File: src/rtl/row_render.sv
// Purpose : per-column wall/floor classifier for one visible VGA line; reads the
//           trace buffer at h=c and emits the registered pixel class at h=c+2.
// Ports   : clk/reset; h,v VGA counters; tb_* trace buffer read port (read-only,
//           tb_busy blocks reads); px_* pixel classification; tb_conflict sticky.
module row_render #(
  parameter int          H_VIS   = 640,
  parameter int          V_VIS   = 480,
  parameter int          HORIZON = 240,
  parameter logic [24:0] WALL_K  = 25'd122880
) (
  input  logic        clk,
  input  logic        reset,
  input  logic [9:0]  h,
  input  logic [9:0]  v,
  input  logic        tb_busy,
  output logic        tb_cs,
  output logic        tb_oe,
  output logic        tb_we,
  output logic [9:0]  tb_column,
  input  logic [15:0] tb_vdist,
  input  logic        tb_side,
  input  logic [5:0]  tb_tex,
  output logic        px_valid,
  output logic        px_wall,
  output logic        px_floor,
  output logic        px_side,
  output logic [5:0]  px_tex,
  output logic        tb_conflict
);

  localparam logic [9:0] H_END  = 10'(H_VIS);
  localparam logic [9:0] H_LAST = 10'(H_VIS - 1);
  localparam logic [9:0] V_END  = 10'(V_VIS);
  localparam logic [9:0] HOR    = 10'(HORIZON);

  typedef enum logic [1:0] {IDLE, ACTIVE, DRAIN} state_t;

  state_t state_q, state_d;
  logic   drain_cnt_q, drain_cnt_d;

  // The first column must be read on the very clk the line starts, so the
  // start condition counts as an ACTIVE clk while the register is still IDLE.
  logic start, line_clk, slot, rd;
  assign start    = (state_q == IDLE) && (h == 10'd0) && (v < V_END);
  assign line_clk = (state_q == ACTIVE) || start;
  assign slot     = !reset && line_clk && (h < H_END);
  assign rd       = slot && !tb_busy;

  // State register
  always_ff @(posedge clk) begin
    if (reset) begin
      state_q     <= IDLE;
      drain_cnt_q <= 1'b0;
    end else begin
      state_q     <= state_d;
      drain_cnt_q <= drain_cnt_d;
    end
  end

  // Next-state logic
  always_comb begin
    state_d     = state_q;
    drain_cnt_d = 1'b0;
    case (state_q)
      IDLE:    if (start) state_d = (h == H_LAST) ? DRAIN : ACTIVE;
      ACTIVE:  if (h == H_LAST) state_d = DRAIN;
      DRAIN: begin
        drain_cnt_d = 1'b1;
        if (drain_cnt_q) state_d = IDLE;
      end
      default: state_d = IDLE;
    endcase
  end

  // Output logic: trace buffer read port
  always_comb begin
    tb_cs     = rd;
    tb_oe     = rd;
    tb_we     = 1'b0;
    tb_column = rd ? h : 10'd0;
  end

  // Stage 1: captured on the issue edge, so it lines up with the buffer's
  // registered tb_vdist/tb_side/tb_tex in the following clk. rowdist and the
  // floor side are taken from v at issue so a mid-line v change cannot leak in.
  logic [9:0] vdiff;
  logic       s1_slot_q, s1_rd_q, s1_below_q;
  logic [8:0] s1_rowdist_q, s1_rowdist_d;

  assign vdiff        = (v >= HOR) ? (v - HOR) : (HOR - v);
  assign s1_rowdist_d = vdiff[8:0];

  always_ff @(posedge clk) begin
    if (reset) begin
      s1_slot_q    <= 1'b0;
      s1_rd_q      <= 1'b0;
      s1_below_q   <= 1'b0;
      s1_rowdist_q <= 9'd0;
    end else begin
      s1_slot_q    <= slot;
      s1_rd_q      <= rd;
      s1_below_q   <= (v >= HOR);
      s1_rowdist_q <= s1_rowdist_d;
    end
  end

  // Stage 2: full-width product, classification, registered outputs.
  // A suppressed read (tb_busy) keeps its slot but classifies as nothing.
  logic [24:0] prod;
  logic        wall_d, floor_d;

  assign prod    = {16'd0, s1_rowdist_q} * {9'd0, tb_vdist};
  assign wall_d  = s1_rd_q &&
                   ((tb_vdist == 16'd0) || ((tb_vdist != 16'hFFFF) && (prod < WALL_K)));
  assign floor_d = s1_rd_q && !wall_d && s1_below_q;

  logic       px_valid_q, px_wall_q, px_floor_q, px_side_q, conflict_q;
  logic [5:0] px_tex_q;

  always_ff @(posedge clk) begin
    if (reset) begin
      px_valid_q <= 1'b0;
      px_wall_q  <= 1'b0;
      px_floor_q <= 1'b0;
      px_side_q  <= 1'b0;
      px_tex_q   <= 6'd0;
      conflict_q <= 1'b0;
    end else begin
      px_valid_q <= s1_slot_q;
      px_wall_q  <= wall_d;
      px_floor_q <= floor_d;
      px_side_q  <= wall_d && tb_side;
      px_tex_q   <= wall_d ? tb_tex : 6'd0;
      if (line_clk && tb_busy) conflict_q <= 1'b1;
    end
  end

  assign px_valid    = px_valid_q;
  assign px_wall     = px_wall_q;
  assign px_floor    = px_floor_q;
  assign px_side     = px_side_q;
  assign px_tex      = px_tex_q;
  assign tb_conflict = conflict_q;

endmodule

File: config.mk
export PLATFORM = sky130hd
export DESIGN_NAME = row_render
export DESIGN_NICKNAME = d
export VERILOG_FILES = /design/src/rtl/row_render.sv
export SDC_FILE = /design/constraint.sdc
export NUM_CORES = 1
export LEC_CHECK = 0
export CORE_ASPECT_RATIO = 1.25
export CORE_MARGIN = 1.5
export CORE_UTILIZATION = 63
export CTS_BUF_LIST = sky130_fd_sc_hd__clkbuf_4 sky130_fd_sc_hd__clkbuf_8 sky130_fd_sc_hd__clkbuf_16
export DETAILED_ROUTE_END_ITERATION = 7
export PLACE_DENSITY = 0.95
export SLEW_MARGIN = 5
export SYNTH_ARGS = -nofsm -noshare
export SYNTH_HDL_FRONTEND = slang
export SYNTH_SLANG_ARGS = --single-unit
File: constraint.sdc
create_clock -name clk -period 12.4 [get_ports clk]
set_input_delay 1.24 -clock clk [delete_from_list [all_inputs] [get_ports clk]]
set_output_delay 1.24 -clock clk [all_outputs]
set_load 0.01 [all_outputs]
Figure 1. Track usage over the die.
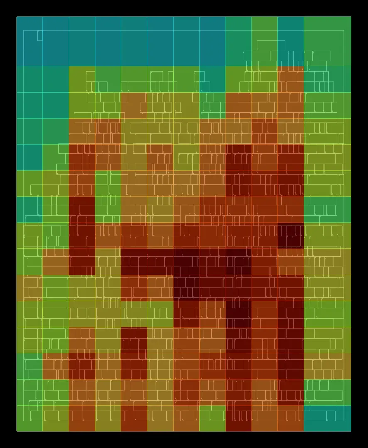
met3 GRT Util: 0.08934
Util after Layout: 0.7407
wire per inst: 17.66 um
met1 Resource Use GR: 0.3518
layer with the highest usage: met2

Figure 2. Zoomed window.
Window x 24 to 64, y 57 to 97 um. Cells in grey, sequential cells in the stronger grey; small squares are vias.
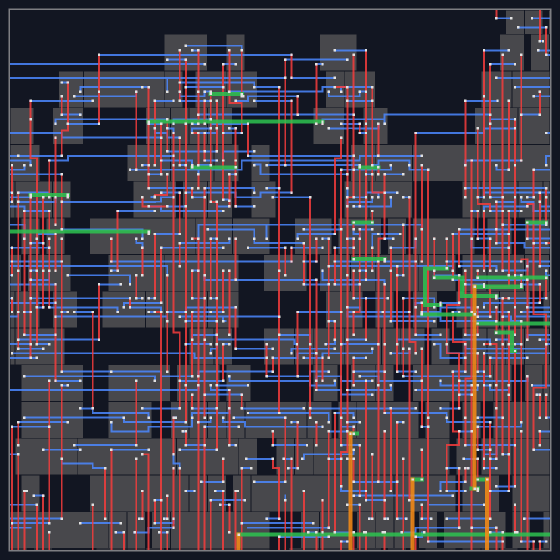
[blue] met1
[red] met2
[green] met3
[orange] met4
sequential cells in the window: 0
cells with their middle in the window: 149
most frequent: inv_1 (25), nand2_1 (17), ha_1 (13)

Figure 3. Met2 routing.
(2 px per um) Cells faint in the background.
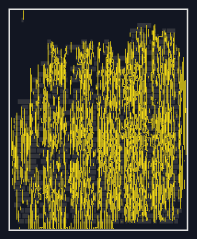
nets with wire on the layer: 817
main direction: vertical
longest straight run: 43.9 um

Figure 4. Gate-type map.
(4 px per um)
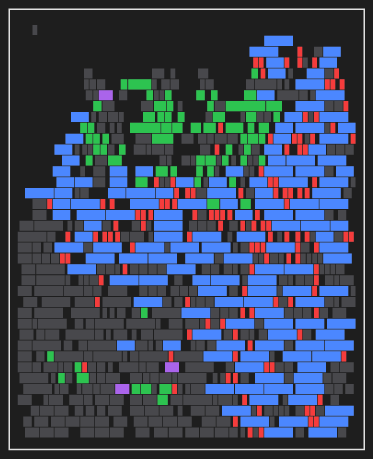
[purple] multiplexers | cells: 3
[green] inverting AOI/OAI gates | cells: 68
[blue] adder and majority cells | cells: 141
[red] inverters | cells: 125

==> flow_metrics.py <==
# Auto-generated metrics
metrics = {
    "outcome": {
        "status": "complete, no violations",
    },
    "worst_setup_path": {
        "cp-endpoint": "px_tex[4]",
        "endpoint_kind": "flip-flop",
        "critical_path.cell_chain": "clkdlybuf4s50_1 -> and2_1 -> fa_1 -> fa_1 -> fa_1 -> inv_1 -> fa_1 -> inv_1 -> ha_1 -> nand4_1 -> nor4_1 -> a211oi_2 -> o31ai_1 -> xor2_1 -> or4_4 -> o31ai_4 -> and3_1",
        "cp.depth": 17,
        "r2r_cells": 17,
        "path_buffers": 3,
        "cp_slowest_cell": "clkdlybuf4s50_1",
        "crit_required_ps": 12610,
        "crit_fanout": 11,
        "r2r_start": "s1_rowdist_q[2]",
        "r2r_slack_ps": 6460,
        "path_class": "in2reg",
        "crit_top_cell": "fa_1",
    },
    "power_and_ir_drop": {
        "seq-power_mw": 0.0990,
        "p_int_mw": 0.3524,
        "p_leak_nw": 3.133,
        "p_seq_frac": 0.131,
        "comb-power_mw": 0.605,
        "p_clk_mw": 0.0533,
        "p_clk_frac": 0.070,
        "p_comb_frac": 0.799,
        "power-top-group": "combinational logic",
        "ir_drop_v": 0.0001081,
        "power_density_nw_per_um2": 116.9,
    },
    "run": {
        "cap_violations": 0,
        "warnings": 26,
    },
    "clocking": {
        "cts_tree": "yes",
        "cts_resized": 0,
        "postCtsSetupRepairBufs": 0,
        "path_clk_slew_ps": 90,
    },
    "layout": {
        "seq_cells": 26,
        "design_area_um2": 6480,
        "largest_reg_flops": 9,
        "dominant_cells": "multi-input combinational cells",
        "layout_top_cell": "inv_1",
        "buf_share": 0.1050,
        "nNonClkInverters": 125,
        "logic_gates": 500,
        "top_register": "s1_rowdist_q",
        "regArea_um2": 520.5,
        "clk_share": 0.008496,
        "layout.nets": 911,
        "clkbuf_count": 4,
        "signal_buffers": 68,
        "combGateArea_um2": 4604,
    },
    "min_path": {
        "min_to": "px_valid",
        "hp-class": "reg2reg",
    },
    "place": {
        "hpwl_um": 11930,
        "gp_congestion": 1.024,
        "dp.cells": 839,
        "dpl_cell_area_um2": 6425,
    },
    "logic_synthesis": {
        "synth_cells": 686,
        "ys_sh_aoi": 0.09287,
        "yosysMostFrequentCell": "inv_1",
        "synth_chip_area_um2": 5739,
        "ys_sh_simple": 0.2481,
        "topCellsByArea": "fa_1 (34%), and2_1 (10%), ha_1 (9.4%), dfxtp_1 (9.1%), inv_1 (8.2%)",
        "edf_count": 0,
        "ys_warn_count": 0,
        "synth.avg_cell_area_um2": 8.366,
        "synthArstFlopShare": 0,
        "ys_seq_frac": 0.09069,
        "ys_sh_mux": 0.005232,
        "top_area_frac": 0.3418,
        "ff_type": "dfxtp_1",
        "ys.flops": 26,
        "synth_stat.cells": 686,
    },
    "global_route": {
        "track_usage": 0.3386,
    },
    "route": {
        "dr.pass1.iters": 6,
        "vias": 5030,
        "antenna_left": 0,
        "routed_wl_um": 14890,
        "wl_met3_um": 1107,
        "highest_layer": "met4",
        "drc": 0,
        "via_per_inst": 5.967,
    },
    "floorplanning": {
        "die_h_um": 109.7,
        "core_um2": 8748,
        "fp.dieW_um": 88.37,
        "dieArea_um2": 9695,
        "placementRows": 38,
    },
    "timing": {
        "setup_viol": 0,
        "final_max_slew_viol_count": 0,
        "fin_ws_ps": 5562,
        "holdWs_ps": 434.8,
        "worst_clock_skew_ps": 8.500,
        "rsz0062_at_grt": "false",
        "hold_violations": 0,
    },
}
Power and IR drop assume default switching activity.
